## src/rtl/mp_lut_loader.sv

```systemverilog
// Coefficient load controller for the replicated MP LUT datapath: streams LUT
// words into the BRAM write port and holds DPD off while tables are rewritten.
module mp_lut_loader #(
  parameter int M           = 3,
  parameter int LUT_num     = M + 1,
  parameter int RESOLUTION  = 4096,
  parameter int MUTE_CYCLES = 16,
  parameter int ADDR_W      = $clog2(RESOLUTION) + $clog2(LUT_num) + 2
) (
  input  logic              AXI_clk_i,
  input  logic              reset_i,
  input  logic              start_i,
  input  logic              abort_i,
  input  logic [31:0]       s_data_i,
  input  logic              s_valid_i,
  input  logic              s_last_i,
  output logic              s_ready_o,
  output logic [31:0]       coeff_o,
  output logic [ADDR_W-1:0] coeff_addr_o,
  output logic              coeff_en_o,
  input  logic              wdpd_req_i,
  output logic              wdpd_o,
  output logic              busy_o,
  output logic              done_o,
  output logic              err_o
);

  localparam int WORD_W = ADDR_W - 2;
  localparam int N_WORDS = LUT_num * RESOLUTION;
  localparam logic [WORD_W-1:0] LAST_WORD = WORD_W'(N_WORDS - 1);
  localparam int MCNT_W = (MUTE_CYCLES > 1) ? $clog2(MUTE_CYCLES) : 1;
  localparam logic [MCNT_W-1:0] MUTE_LAST = MCNT_W'(MUTE_CYCLES - 1);

  typedef enum logic [2:0] {
    S_IDLE,
    S_MUTE,
    S_LOAD,
    S_DONE,
    S_ERR
  } state_t;

  state_t              r_state;
  state_t              w_state_next;
  logic [WORD_W-1:0]   r_word;
  logic [WORD_W-1:0]   w_word_next;
  logic [MCNT_W-1:0]   r_mute_cnt;
  logic [MCNT_W-1:0]   w_mute_cnt_next;
  logic                r_err;
  logic                w_err_next;
  logic                r_lut_valid;
  logic                w_lut_valid_next;
  logic                r_wdpd;
  logic                w_wdpd_next;
  logic [31:0]         r_coeff;
  logic [ADDR_W-1:0]   r_coeff_addr;
  logic                r_coeff_en;

  logic w_ready;
  logic w_hs;
  logic w_write;

  assign w_ready = (r_state == S_LOAD);
  assign w_hs    = s_valid_i && w_ready;
  // abort wins over a simultaneous handshake: that word is dropped
  assign w_write = w_hs && !abort_i;

  always_comb begin
    w_state_next     = r_state;
    w_word_next      = r_word;
    w_mute_cnt_next  = r_mute_cnt;
    w_err_next       = r_err;
    w_lut_valid_next = r_lut_valid;
    case (r_state)
      S_IDLE: begin
        if (start_i && !abort_i) begin
          w_state_next     = S_MUTE;
          w_err_next       = 1'b0;
          w_lut_valid_next = 1'b0;
          w_word_next      = '0;
          w_mute_cnt_next  = '0;
        end
      end
      S_MUTE: begin
        if (abort_i) begin
          w_state_next     = S_IDLE;
          w_err_next       = 1'b1;
          w_lut_valid_next = 1'b0;
        end else if (r_mute_cnt == MUTE_LAST) begin
          w_state_next = S_LOAD;
        end else begin
          w_mute_cnt_next = r_mute_cnt + MCNT_W'(1);
        end
      end
      S_LOAD: begin
        if (abort_i) begin
          w_state_next     = S_IDLE;
          w_err_next       = 1'b1;
          w_lut_valid_next = 1'b0;
        end else if (w_hs) begin
          w_word_next = r_word + WORD_W'(1);
          if (s_last_i && (r_word == LAST_WORD)) begin
            w_state_next = S_DONE;
          end else if (s_last_i || (r_word == LAST_WORD)) begin
            // short or long frame; the offending word is still written
            w_state_next     = S_ERR;
            w_err_next       = 1'b1;
            w_lut_valid_next = 1'b0;
          end
        end
      end
      S_DONE: begin
        w_lut_valid_next = 1'b1;
        w_state_next     = S_IDLE;
      end
      S_ERR: begin
        w_lut_valid_next = 1'b0;
        w_state_next     = S_IDLE;
      end
      default: begin
        w_state_next = S_IDLE;
      end
    endcase
  end

  // looking at next-state lets DPD re-enable on the first idle cycle after DONE
  assign w_wdpd_next = wdpd_req_i && (w_state_next == S_IDLE) && w_lut_valid_next;

  always_ff @(posedge AXI_clk_i or posedge reset_i) begin
    if (reset_i) begin
      r_state     <= S_IDLE;
      r_word      <= '0;
      r_mute_cnt  <= '0;
      r_err       <= 1'b0;
      r_lut_valid <= 1'b0;
      r_wdpd      <= 1'b0;
    end else begin
      r_state     <= w_state_next;
      r_word      <= w_word_next;
      r_mute_cnt  <= w_mute_cnt_next;
      r_err       <= w_err_next;
      r_lut_valid <= w_lut_valid_next;
      r_wdpd      <= w_wdpd_next;
    end
  end

  always_ff @(posedge AXI_clk_i or posedge reset_i) begin
    if (reset_i) begin
      r_coeff      <= '0;
      r_coeff_addr <= '0;
      r_coeff_en   <= 1'b0;
    end else begin
      r_coeff_en <= w_write;
      if (w_write) begin
        r_coeff      <= s_data_i;
        r_coeff_addr <= {r_word, 2'b00};
      end
    end
  end

  assign s_ready_o    = w_ready;
  assign coeff_o      = r_coeff;
  assign coeff_addr_o = r_coeff_addr;
  assign coeff_en_o   = r_coeff_en;
  assign wdpd_o       = r_wdpd;
  assign busy_o       = (r_state != S_IDLE);
  assign done_o       = (r_state == S_DONE);
  assign err_o        = r_err;

endmodule

```

## config.mk

```make
export PLATFORM = sky130hd
export DESIGN_NAME = mp_lut_loader
export DESIGN_NICKNAME = d
export VERILOG_FILES = /design/src/rtl/mp_lut_loader.sv
export SDC_FILE = /design/constraint.sdc
export NUM_CORES = 1
export LEC_CHECK = 0
export CELL_PAD_IN_SITES_DETAIL_PLACEMENT = 1
export CELL_PAD_IN_SITES_GLOBAL_PLACEMENT = 1
export CORE_UTILIZATION = 36
export CTS_BUF_LIST = sky130_fd_sc_hd__clkbuf_16
export DETAILED_ROUTE_END_ITERATION = 10
export PLACE_DENSITY = 0.89
export SLEW_MARGIN = 30
export SYNTH_ARGS = -nofsm -noshare
export SYNTH_HDL_FRONTEND = slang
export SYNTH_SLANG_ARGS = --single-unit
```

## constraint.sdc

```tcl
create_clock -name AXI_clk_i -period 2.2 [get_ports AXI_clk_i]
set_input_delay 0.22 -clock AXI_clk_i [delete_from_list [all_inputs] [get_ports AXI_clk_i]]
set_output_delay 0.22 -clock AXI_clk_i [all_outputs]
set_load 0.01 [all_outputs]
```

==> GITHUB_STEP_SUMMARY, run 1 <==
### Yosys + OpenROAD results

| Metric | Value |
|---|---|
| Area growth, synth to finish | 46.9% |
| Final Max Tran Viols | 0 |
| H-tree depth | 3 |
| Die height | 94.3 um |
| Reg clk slew, reported paths | 0.06 ns |
| Clk_lat worst skew | 0.33 ns |
| Post-route setup slack | 0.108 ns |
| Congestion Overflow GR | 0 |
| R2r setup slk | 0.13 ns |
| Synth flops | 71 |
| CORE AREA | 0.00822 mm^2 |
| Status | completed |
| CTS buffer count | 9 |
| FP Util | 37.3% |
| Max-Cap Viols | 0 |
| Die Size | 0.00890 mm^2 |
| Diodes inserted | 0 |
| Switching Fraction | 21.9% |
| Yosys Instances | 249 |
| Final period util | 95.1% |
| Cts hold-fix bufs | 0 |
| Worst rel slew slack | 54.5% |
| Die width | 94.3 um |
| Crit path time final | 2.09 ns |
| Clock Tree Buf Depth | 2 |
| Worst VDD drop | 0.394 mV |
| Async S/R FF share, synth | 100% |
| Leakage | 2.01 nW |
| Setup-failing EPs final | 0 |
| Power density cells | 708 mW/mm^2 |
| P_int | 0.00249 W |
| Worst Setup SP | r_state[1] |
| XOR/XNOR Area Share | 4.28% |
| CTS tree | done |
| Switching power | 0.000700 W |
| Post CTS Setup Buffer Count | 0 |
| R2r worst-path depth | 6 |
| I/O Pins | 93 |
| Critical register-to-register path startpoint | r_word[4] |
| Global-route wire length before repair | 12600 um |
| Antenna violations before repair | 0 |
| Post-Route WL | 7740 um |
| Share of layout cells above drive strength 1 | 23.5% |
| Post-synth seq share | 57.9% |
| Crit start category | register |
| Total GRT Usage | 18.8% |
==> run 1: cells in the mapped netlist (3+ instances only) <==
cell type,n,share of area (%)
dfrtp_1,71,58
mux2_2,46,17
nor2_1,21,2.6
nand2_1,13,1.6
xor2_1,10,2.9
inv_1,9,1.1
nand4_1,9,1.8
o21ai_0,9,1.5
nand3_1,7,1.1
buf_2,6,0.98
xnor2_1,5,1.4
a21oi_1,4,0.65
clkbuf_1,4,0.49
nor3_1,3,0.49
==> run 1: layout make-up <==
| class | instances | area [um^2] | area share [%] |
|---|---|---|---|
| clock buffers | 9 | 225 | 5.00 |
| clock inverters | 7 | 96.3 | 2.14 |
| inverters | 9 | 33.8 | 0.749 |
| multi-input cells | 157 | 1200 | 26.6 |
| flip-flops and latches | 71 | 1780 | 39.4 |
| well taps | 105 | 131 | 2.91 |
| repair buffers | 104 | 1040 | 23.1 |
==> run 1: through the flow <==
| step | TNS, ns | instance area [um^2] | instances | hold WS [ns] | total power (W) |
|---|---|---|---|---|---|
| global placement | 0 | 4190 | 446 | 0.488 | 0.00165 |
| floorplan | 0 | 3070 | 250 | 0.371 | 0.00149 |
| finish | 0 | 4510 | 462 | 0.342 | 0.00319 |
| CTS | 0 | 4510 | 462 | 0.349 | 0.00323 |
| detailed placement | -0.00555 | 4190 | 446 | 0.495 | 0.00166 |
| global route | 0 | 4510 | 462 | 0.409 | 0.00330 |
==> run 1: worst max-delay path, stage by stage, from the launching register on <==
cell and delay, ns:
dfrtp_1 0.42, buf_4 0.19, or3_2 0.44, clkdlybuf4s50_1 0.48
==> run 1: sequential cells by signal, indices dropped and copies added (netlist names) <==
signal        flops
r_state           3
r_lut_valid       1
wdpd_o            1
coeff_addr_o     14
err_o             1
r_mute_cnt        4
coeff_o          32
coeff_en_o        1
r_word           14
==> run 1: per-layer routing <==
metal / global-route usage, % / routed length [um]
met1: 21.8 / 3150
met2: 32.2 / 4080
met3: 5.10 / 410
met4: 8.59 / 99
met5: 0 / 0
==> run 1: layout by cell type (no fill, tap or decap), drive strengths merged, types with 2 or more instances in the layout <==
cell            n
or3             3
or2             2
mux2           46
o211ai          2
bufinv          2
inv            10
buf            14
o21ai           9
mux2i           2
nor3            3
clkinv          2
nand3           7
clkinvlp        2
a21oi           4
nand2          13
nor3b           2
nor2           21
nor4            2
xnor2           5
nand4           9
conb            2
clkdlybuf4s50  90
clkbuf          9
xor2           10
dfrtp          71
ha              2
==> run 1: cell families after synthesis <==
family / after synthesis
flops: 71
simple gates: 67
mux: 48
compound gates: 23
buf+inv: 22
xor+xnor: 15
fa+ha+maj: 2
other cells: 1
==> run 1: worst min-delay path by stage <==
stage | slack [ns] | startpoint | cells after the start | end
floorplan | 0.37 | s_valid_i | 2 | r_state[2]
global placement | 0.49 | coeff_o[9] | 1 | coeff_o[9]
detailed placement | 0.49 | coeff_addr_o[6] | 1 | coeff_addr_o[6]
CTS | 0.35 | reset_i | 2 | coeff_o[12]
global route | 0.41 | reset_i | 2 | coeff_o[12]
finish | 0.34 | reset_i | 2 | coeff_o[12]
Run 1, metal layers overlaid:
Two of the layers only.
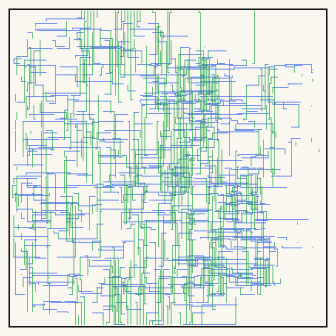
[green] met2 | wire length: 4080 um
[blue] met1 | wire length: 3150 um

Run 1, wires at chosen ports, followed through buffers:
The bar under the picture is 20 um long.
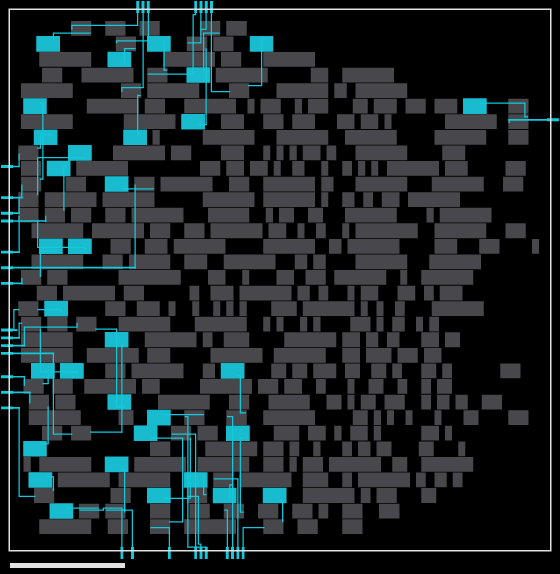
[cyan] s_data_i | bits: 32 | direction: input | edge: 14 left, 10 bottom, 7 top, 1 right | end cells: 32 | wire: 690 um

Run 1, where the registers sit:
The bar under the picture is 20 um long.
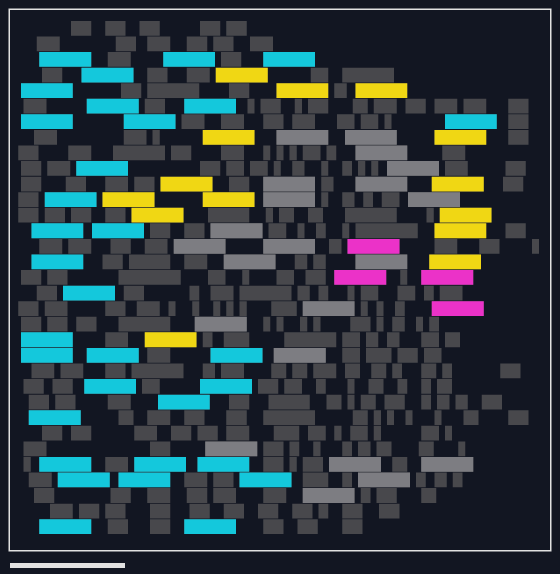
[magenta] r_mute_cnt | sequential cells: 4 | where: middle right
[yellow] coeff_addr_o | sequential cells: 14
[cyan] coeff_o | sequential cells: 32
not colored: 21

Run 1, clock wiring as the flow saved it:
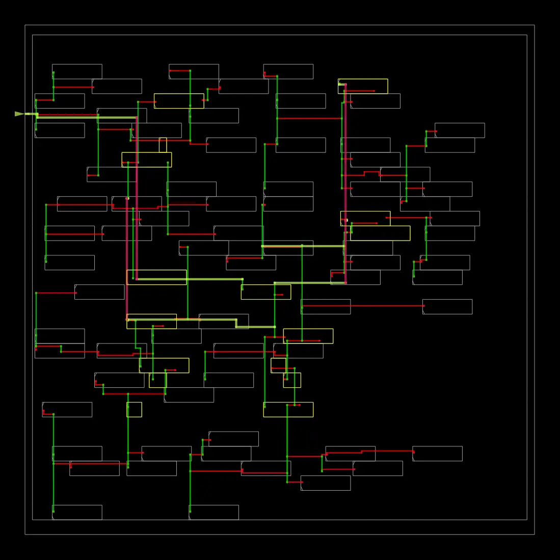
clk sink count: 71
Clk. pwr: 0.00156 W
clkbuf count: 9
seq_cells: 71

==> inputs of run 2 (changes only) <==
Settings changed: CORE_UTILIZATION 36 to 49, CTS_CLUSTER_DIAMETER set to 100, DONT_BUFFER_PORTS set to 1.
Run 2, metal layers overlaid:
Two of the layers only.
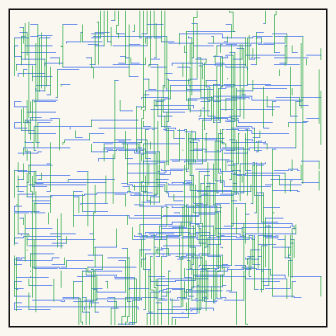
[blue] met1 | wire length: 2610 um
[green] met2 | wire length: 3160 um

Run 2, clock wiring as the flow saved it:
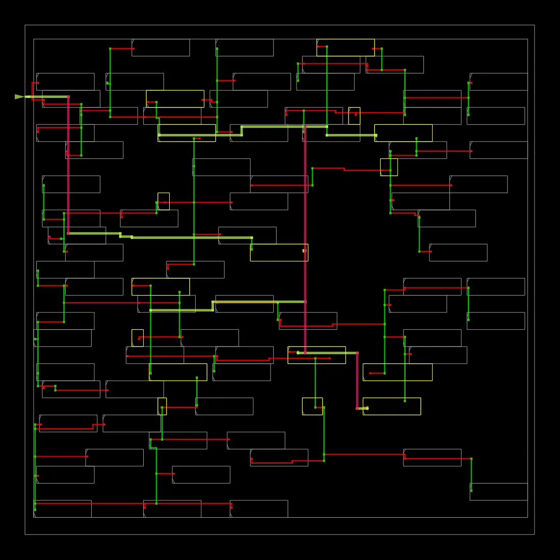
CTS buffer count: 9
Clk. pwr: 0.00140 W
clk_lat worst skew: 0.33 ns
Setup Skew: 0.00688 ns

Run 2, layout detail:
Window x 0 to 40, y 41 to 81 um. Cells in gray, sequential cells in the stronger gray; small squares are vias.
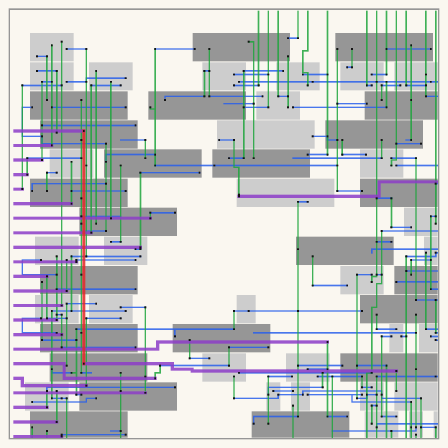
[red] met4
[blue] met1
[purple] met3
[green] met2
netlist names of flops here include: coeff_o (15), coeff_addr_o (5), r_word (2)
most frequent: dfrtp_1 (22), mux2_2 (19), nor2_1 (3)
cells with their middle in the window: 52
sequential cells in the window: 22

==> GITHUB_STEP_SUMMARY, run 2 <==
### Yosys + OpenROAD results

| Metric | Value |
|---|---|
| Status | completed (unchanged) |
| Post-synth top cells | dfrtp_1 (71), mux2_2 (46), nor2_1 (21) (unchanged) |
| Die height | 81.1 um (was 94.3 um) |
| H-tree depth | 3 (unchanged) |
| Setup TNS | 0 ns (unchanged) |
| CORE AREA | 0.00599 mm^2 (was 0.00822 mm^2) |
| Final period util | 94.1% (was 95.1%) |
| Power density cells | 834 mW/mm^2 (was 708 mW/mm^2) |
| Worst path max stage delay | 0.65 ns (was 0.48 ns) |
| Final Max Tran Viols | 0 (unchanged) |
| Synth flops | 71 (unchanged) |
| Worst VDD drop | 0.572 mV (was 0.394 mV) |
| FP Util | 51.2% (was 37.3%) |
| Die width | 81.1 um (was 94.3 um) |
| Final instance area | 0.00348 mm^2 (was 0.00451 mm^2) |
| Antenna violations before repair | 0 (unchanged) |
| Worst rel slew slack | 64.1% (was 54.5%) |
| Crit path time final | 2.07 ns (was 2.09 ns) |
| Crit start category | register (unchanged) |
| Clock Tree Buf Depth | 2 (unchanged) |
| Post CTS Setup Buffer Count | 0 (unchanged) |
| CP max stage cell | or4b_1 (was clkdlybuf4s50_1) |
| Most instantiated logic cells after routing | dfrtp_1 (71), mux2_2 (46), nor2_1 (21), nand2_1 (13), xor2_1 (10) (was clkdlybuf4s50_1 (90), dfrtp_1 (71), mux2_2 (46), nor2_1 (21), nand2_1 (13)) |
| WP buf/inv | 0 (was 2) |
| Post-synth seq share | 57.9% (unchanged) |
| Top-area cell share | 57.9% (unchanged) |
| Gate Area | 0.00120 mm^2 (unchanged) |
| Congestion Overflow GR | 0 (unchanged) |
| Sequential cell area | 0.00178 mm^2 (unchanged) |
| Pwr Total | 0.00290 W (was 0.00319 W) |
| Max-Cap Viols | 0 (unchanged) |
| Post-synth top area cell | dfrtp_1 (unchanged) |
| Leakage | 1.63 nW (was 2.01 nW) |
| Setup-failing EPs final | 0 (unchanged) |
| Yosys Instances | 249 (unchanged) |
| Area growth, synth to finish | 13.3% (was 46.9%) |
| Clk sink count | 71 (unchanged) |
| Top cells by area | dfrtp_1 (58%), mux2_2 (17%), xor2_1 (2.9%) (unchanged) |
| Placed Instance Area | 0.00318 mm^2 (was 0.00419 mm^2) |
| Total GRT Usage | 21.2% (was 18.8%) |
| I/O Pins | 93 (unchanged) |
| Diodes inserted | 0 (unchanged) |
| Max reg flops | 32 (unchanged) |
| Post-route setup slack | 0.129 ns (was 0.108 ns) |
-- run 2: cell counts after synthesis --
No cell type changed its count.
-- run 2: cells by family (layout without fill, tap and decap cells) --
family                     count (synthesis)  count (layout)  share of synthesized area [%]
and+or+nand+nor                           67              67                           11.4
muxes                                     48              48                           17.5
xor gates and xnor gates                  15              15                           4.28
AOI/OAI and AO/OA                         23              23                           4.73
other                                      1               2                          0.122
DFF                                       71              71                           57.9
adders and majority gates                  2               2                          0.816
buffers and inverters                     22              32                           3.22
-- run 2: area by class of cell --
cell class                 count  area share, %
clock buffer                   9           6.48
clock inverter                 7           1.87
inverter                       9          0.972
multi-input combinational    157           34.6
sequential                    71           51.1
tap                           75           2.70
timing repair buffer           7           2.30
-- run 2: power by group --
part / internal (W) / switching (W)
logic: 0.0000463 / 0.0000654
clock network: 0.000868 / 0.000534
registers: 0.00134 / 0.0000435
total: 0.00226 / 0.000643
-- run 2: metrics by stage --
step           std cells  utilization [%]  hold slack (ns)
2_1_floorplan        250                -            0.371
3_5_place_dp         318             53.0            0.173
6_report             335             58.0           0.0395
4_1_cts              335             58.0           0.0307
3_3_place_gp         318             53.0            0.169
5_1_grt              335             58.0           0.0267
-- run 2: final timing paths --
| path | to | slack [ns] | startpoint | cells past startpoint |
|---|---|---|---|---|
| hold reg to reg | r_word[7] | 0.56 | r_word[7] | 2 |
| setup reg to reg | r_word[10] | 0.13 | r_state[0] | 5 |
| min in group asynchronous | coeff_o[1] | 0.41 | reset_i | 2 |
| hold / removal | coeff_o[9] | 0.04 | s_data_i[9] | 1 |
| setup / recovery | r_word[10] | 0.13 | r_state[0] | 5 |
| max in group asynchronous | coeff_addr_o[13] | 1.16 | reset_i | 3 |
-- run 2: what timing repair did --
item | CTS | global route
endpoints found under the setup margin | 0 | 0
hold endpoints to repair | 25 | 0
hold buffers | 1 | 0
-- run 2: layer usage --
layer	GRT usage [%]	part of all wire (%)	vias to the layer above
met4	8.39	1.4	0
met1	24.4	41	953
li1	-	-	869
met2	35.4	50	69
met3	8.09	7.3	10
met5	0	0	-
==> inputs of run 3 (changes only) <==
Settings changed: ABC_CLOCK_PERIOD_IN_PS set to 2200, SLEW_MARGIN 30 to not set.
Run 3, where the registers sit:
The bar under the picture is 20 um long.
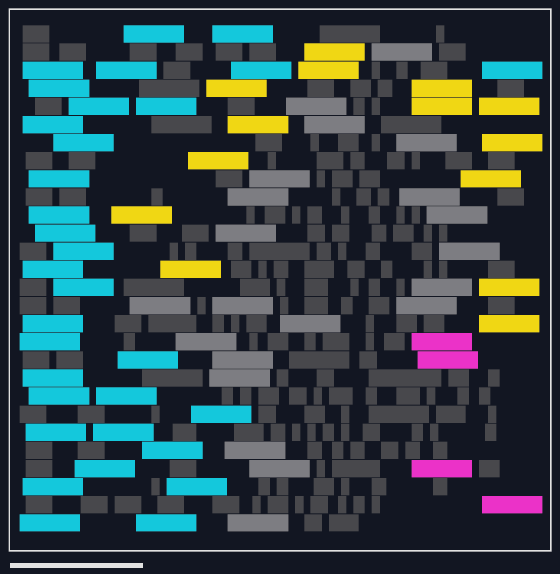
[cyan] coeff_o | sequential cells: 32
[magenta] r_mute_cnt | sequential cells: 4 | where: lower right
[yellow] coeff_addr_o | sequential cells: 14

Run 3, wires at chosen ports, followed through buffers:
The bar under the picture is 20 um long.
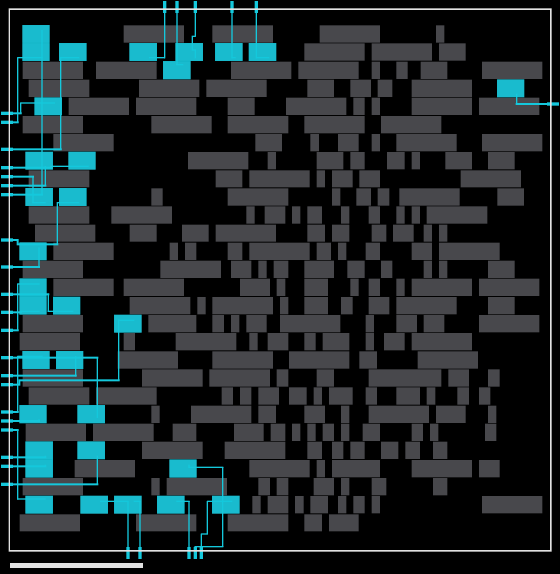
[cyan] s_data_i | bits: 32 | direction: input | edge: 21 left, 5 bottom, 5 top, 1 right | end cells: 32 | wire: 382 um

==> GITHUB_STEP_SUMMARY, run 3 <==
### Yosys + OpenROAD results

| Metric | Value |
|---|---|
| Status | completed (unchanged) |
| Final Max Tran Viols | 0 (unchanged) |
| R2r worst-path depth | 5 (unchanged) |
| P_int | 0.00226 W (unchanged) |
| Worst rel slew slack | 64.1% (unchanged) |
| I/O Pins | 93 (unchanged) |
| Crit start category | register (unchanged) |
| Critical R2R Capture | r_word[10] (unchanged) |
| Share of layout cells above drive strength 1 | 29.2% (unchanged) |
| CP max stage cell | or4b_1 (unchanged) |
| Antenna violations before repair | 0 (unchanged) |
| Die Size | 0.00658 mm^2 (unchanged) |
| Diodes inserted | 0 (unchanged) |
| Most numerous logic cell after layout | dfrtp_1 (unchanged) |
| Worst VDD drop | 0.572 mV (unchanged) |
| Post-Route WL | 6320 um (unchanged) |
| Most instantiated logic cells after routing | dfrtp_1 (71), mux2_2 (46), nor2_1 (21), nand2_1 (13), xor2_1 (10) (unchanged) |
| Top cells by area | dfrtp_1 (58%), mux2_2 (17%), xor2_1 (2.9%) (unchanged) |
| Synth flops | 71 (unchanged) |
| Crit path capture | r_word[10] (unchanged) |
| Power density cells | 834 mW/mm^2 (unchanged) |
| Post-synth top cells | dfrtp_1 (71), mux2_2 (46), nor2_1 (21) (unchanged) |
| Crit path time final | 2.07 ns (unchanged) |
| Clk_lat worst skew | 0.33 ns (about the same) |
| CORE AREA | 0.00599 mm^2 (unchanged) |
| Logic pwr share | 3.9% (about the same) |
| Yosys Instances | 249 (unchanged) |
| Sequential fraction of design power | 47.8% (about the same) |
| Setup TNS | 0 ns (unchanged) |
| Cell with the most instances after synthesis | dfrtp_1 (unchanged) |
| Setup-failing EPs final | 0 (unchanged) |
| Max reg flops | 32 (unchanged) |
| Max-Cap Viols | 0 (unchanged) |
| Worst Setup SP | r_state[0] (unchanged) |
| R2r setup slk | 0.13 ns (about the same) |
| Worst path max stage delay | 0.65 ns (about the same) |
| CTS buffer count | 9 (unchanged) |
| Setup Skew | 0.00688 ns (unchanged) |
| Leakage | 1.63 nW (unchanged) |
| CTS tree | done (unchanged) |
| Congestion Overflow GR | 0 (unchanged) |
| Post-synth top area cell | dfrtp_1 (unchanged) |
| Total GRT Usage | 21.2% (unchanged) |
| Global-route wire length before repair | 10100 um (unchanged) |
| Clk sink count | 71 (unchanged) |
| Die height | 81.1 um (unchanged) |
| Post-synth seq share | 57.9% (unchanged) |
| Post-route setup slack | 0.129 ns (unchanged) |
| Switching power | 0.000643 W (unchanged) |
Run 3, layout detail:
Window x 0 to 40, y 41 to 81 um. Cells in gray, sequential cells in the stronger gray; small squares are vias.
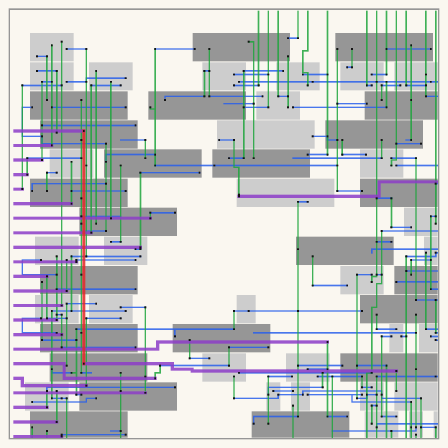
[blue] met1
[red] met4
[green] met2
[purple] met3
most frequent: dfrtp_1 (22), mux2_2 (19), nor2_1 (3)
netlist names of flops here include: coeff_o (15), coeff_addr_o (5), r_word (2)
cells with their middle in the window: 52
sequential cells in the window: 22

## run 3: worst min path at each step
stage / start / to / slack (ns) / depth (start not counted)
detailed placement: reset_i / coeff_o[4] / 0.17 / 1
floorplan: s_valid_i / r_state[2] / 0.37 / 2
finish: s_data_i[9] / coeff_o[9] / 0.04 / 1
global placement: reset_i / coeff_o[4] / 0.17 / 1
global route: s_data_i[3] / coeff_o[3] / 0.03 / 1
CTS: s_data_i[21] / coeff_o[21] / 0.03 / 1
## run 3: worst max-delay path, delay by kind of cell (launching register included)
family / cells / cell delay [ns]
xor+xnor: 1 / 0.17
simple gates: 4 / 1.36
flops: 1 / 0.40
## run 3: power groups by stage
stage | Clock (W) | Combinational (W) | Sequential, W
5_1_grt | 0.00149 | 0.000127 | 0.00139
3_3_place_gp | 0 | 0.000105 | 0.00141
4_1_cts | 0.00143 | 0.000115 | 0.00139
3_5_place_dp | 0 | 0.000112 | 0.00141
2_1_floorplan | 0 | 0.0000900 | 0.00140
6_report | 0.00140 | 0.000112 | 0.00139
## run 3: routing by layer
metal  vias up  GRT usage, %  share of wire, %
met1       953          24.4                41
li1        869             -                 -
met5         -             0                 0
met2        69          35.4                50
met3        10          8.09               7.3
met4         0          8.39               1.4
## run 3: final cells by class
type                       instances  area [um^2]  share of cell area [%]
sequential                        71         1780                    51.1
clock buffer                       9          225                    6.48
clock inverter                     7         65.1                    1.87
inverter                           9         33.8                   0.972
multi-input combinational        157         1200                    34.6
tap                               75         93.8                    2.70
timing repair buffer               7         80.1                    2.30
## run 3: cell families after synthesis
logic type,synth area share [%]
buffers and inverters,3.22
xor gates and xnor gates,4.28
other,0.122
DFF,57.9
adders and majority gates,0.816
muxes,17.5
and+or+nand+nor,11.4
AOI/OAI and AO/OA,4.73
## run 3: stage by stage
stage                     area, um^2  std cells  utilization [%]  power, W
after floorplan                 3070        250                -   0.00149
after global placement          3180        318             53.0   0.00151
after detailed placement        3180        318             53.0   0.00152
after CTS                       3480        335             58.0   0.00293
after global routing            3480        335             58.0   0.00301
final                           3480        335             58.0   0.00290
## run 3: what timing repair did
item / CTS / global route
resized: 0 / 0
setup buffers: 0 / 0
endpoints found under the hold margin: 25 / 0
hold buffers: 1 / 0
No activity file was given, so power comes from the tool's default toggle rates.
